Figure 1. PDN straps and rails.
Bar = 20 um. Pins as bars on the die edge. Tap cells in gray.
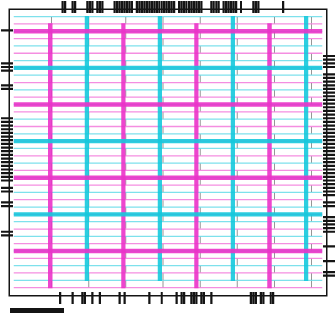
Figure 2. Cell classes on the final placement.
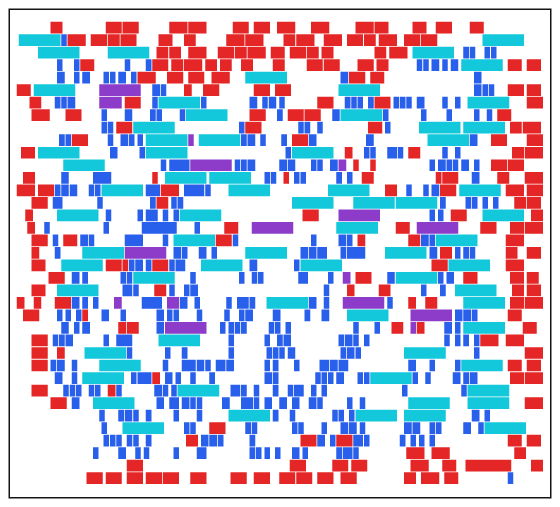
Figure 3. Clock distribution.
Bar = 20 um.
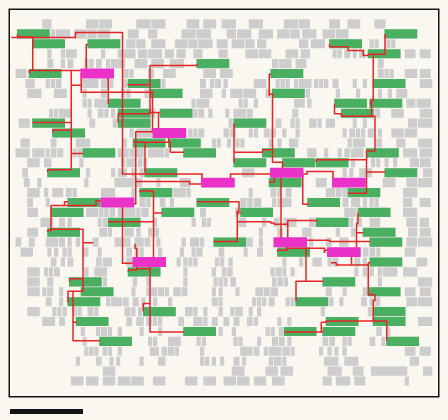
File: config.mk
export PLATFORM = sky130hd
export DESIGN_NAME = instr_fetch_decode
export DESIGN_NICKNAME = d
export VERILOG_FILES = /design/src/rtl/instr_fetch_decode.sv
export SDC_FILE = /design/constraint.sdc
export NUM_CORES = 1
export LEC_CHECK = 0
export ABC_AREA = 1
export CAP_MARGIN = 15
export CELL_PAD_IN_SITES_DETAIL_PLACEMENT = 0
export CELL_PAD_IN_SITES_GLOBAL_PLACEMENT = 1
export CORE_ASPECT_RATIO = 0.9
export CORE_MARGIN = 1
export CORE_UTILIZATION = 32
export DETAILED_ROUTE_END_ITERATION = 16
export GPL_TIMING_DRIVEN = 0
export PLACE_DENSITY_LB_ADDON = 0.08
export SETUP_SLACK_MARGIN = 0.5
export SLEW_MARGIN = 20
export SYNTH_ARGS = -nofsm -noshare
export SYNTH_HDL_FRONTEND = slang
export SYNTH_SLANG_ARGS = --single-unit
File: constraint.sdc
create_clock -name Clk -period 3 [get_ports Clk]
set_clock_uncertainty 0.15 [all_clocks]
set_input_delay 0.75 -clock Clk [delete_from_list [all_inputs] [get_ports Clk]]
set_output_delay 0.75 -clock Clk [all_outputs]
set_load 0.1 [all_outputs]
File: src/rtl/instr_fetch_decode.sv
// instr_fetch_decode: sequential RAM instruction fetch with field decode and valid/ready handoff
module instr_fetch_decode #(
   parameter int          ADDR_W      = 16,
   parameter int          RAM_LATENCY = 1,
   parameter logic [31:0] HALT_WORD   = 32'hFFFFFFFF
) (
   input  logic              Clk,
   input  logic              Reset,
   input  logic              Start,
   input  logic [ADDR_W-1:0] Start_Addr,
   input  logic              Load_PC,
   input  logic [ADDR_W-1:0] New_PC,
   output logic              Enable,
   output logic              RW,
   output logic [ADDR_W-1:0] Address,
   input  logic [31:0]       Out,
   output logic              Instr_Valid,
   input  logic              Instr_Ready,
   output logic [31:0]       instruction,
   output logic [ADDR_W-1:0] Instr_Addr,
   output logic [3:0]        Cond,
   output logic [3:0]        OpCode,
   output logic              S,
   output logic [3:0]        destination,
   output logic [3:0]        source_2,
   output logic [3:0]        source_1,
   output logic [4:0]        IV,
   output logic              Busy,
   output logic              Halted
);
   typedef enum logic [1:0] {IDLE, FETCH, PRESENT} state_t;
   localparam logic [2:0] LAST = 3'(RAM_LATENCY - 1);
   state_t state, state_d;
   logic [ADDR_W-1:0] pc, instr_addr;
   logic [2:0] cnt;
   logic [31:0] instr;
   logic halted, last, halt_hit, capture;
   assign last     = cnt == LAST;
   // a redirect in the same cycle overrides both capture and halt detection
   assign halt_hit = state == FETCH && !Load_PC && last && Out == HALT_WORD;
   assign capture  = state == FETCH && !Load_PC && last && Out != HALT_WORD;
   always_comb begin
      state_d = state;
      unique case (state)
         IDLE:    state_d = Start ? FETCH : IDLE;
         FETCH:   state_d = halt_hit ? IDLE : capture ? PRESENT : FETCH;
         PRESENT: state_d = (Load_PC || Instr_Ready) ? FETCH : PRESENT;
         default: state_d = IDLE;
      endcase
   end
   always_ff @(posedge Clk or negedge Reset) begin
      if (!Reset) begin
         state      <= IDLE;
         pc         <= '0;
         cnt        <= '0;
         instr      <= '0;
         instr_addr <= '0;
         halted     <= 1'b0;
      end else begin
         state  <= state_d;
         halted <= halt_hit;
         cnt    <= (state == FETCH && !Load_PC && !last) ? cnt + 3'd1 : 3'd0;
         if (state == IDLE && Start) pc <= Start_Addr;
         else if (state != IDLE && Load_PC) pc <= New_PC;
         else if (capture) pc <= pc + ADDR_W'(1);
         if (capture) begin
            instr      <= Out;
            instr_addr <= pc;
         end
      end
   end
   assign Enable      = state == FETCH;
   assign RW          = 1'b0;
   assign Address     = Enable ? pc : '0;
   assign Instr_Valid = state == PRESENT;
   assign Busy        = state != IDLE;
   assign Halted      = halted;
   assign instruction = instr;
   assign Instr_Addr  = instr_addr;
   assign Cond        = instr[31:28];
   assign OpCode      = instr[27:24];
   assign S           = instr[23];
   assign destination = instr[22:19];
   assign source_2    = instr[18:15];
   assign source_1    = instr[14:11];
   assign IV          = instr[10:6];
endmodule
==> run_results.csv <==
group,metric,value,unit
detailed_routing,route.met2.wl,5.42,mm
cells_and_area,mostFrequentLayoutCells,"nand2_1, dfrtp_1, clkdlybuf4s50_1",
cells_and_area,seq_share,29.3,%
synthesis,synth_cells,529,
detailed_routing,routedLengthMet1,6.01,mm
cells_and_area,comb_cells,371,
synthesis,syn_area,3830,sq um
synthesis,simple_gate_area_share,34.9,%
timing,finalSetupViolations,0,
cells_and_area,area_delta_synth_final,56.2,%
synthesis,common_cells,"nand2_1, dfrtp_1, nand3_1",
place,placed_area,5670,sq um
cells_and_area,final_layout_size_suffix_gt1_share,16.9,%
floorplanning,fp.dieW,117,um
critical_path,r2r_slack,1.02,ns
outcome,status,"finished clean",
detailed_routing,wl,12.2,mm
clocking,clk_pin_slew,0.06,ns
critical_path,crit_start,"state[1]$_DFF_PN0_",
critical_path,cp_top_family,"buffers and inverters",
Back to the opening pictures, Figure 1:
| color | net |
|---|---|
| magenta | VSS |
| cyan | VDD |
signal pins: 164
tap cells: 156

Back to the opening pictures, Figure 2:
| color | class | cells | share of their area |
|---|---|---|---|
| purple | clock drivers and dummy loads | 16 | 4.6% |
| cyan | flip-flops | 70 | 30% |
| blue | all other logic | 411 | 31% |
| red | other buffers and delay cells | 217 | 34% |

Back to the opening pictures, Figure 3:
[red] clock wires | length: 1,030 um
[magenta] cells driving clock nets | count: 9
[green] flip-flops | count: 70
flops lie: widely spread

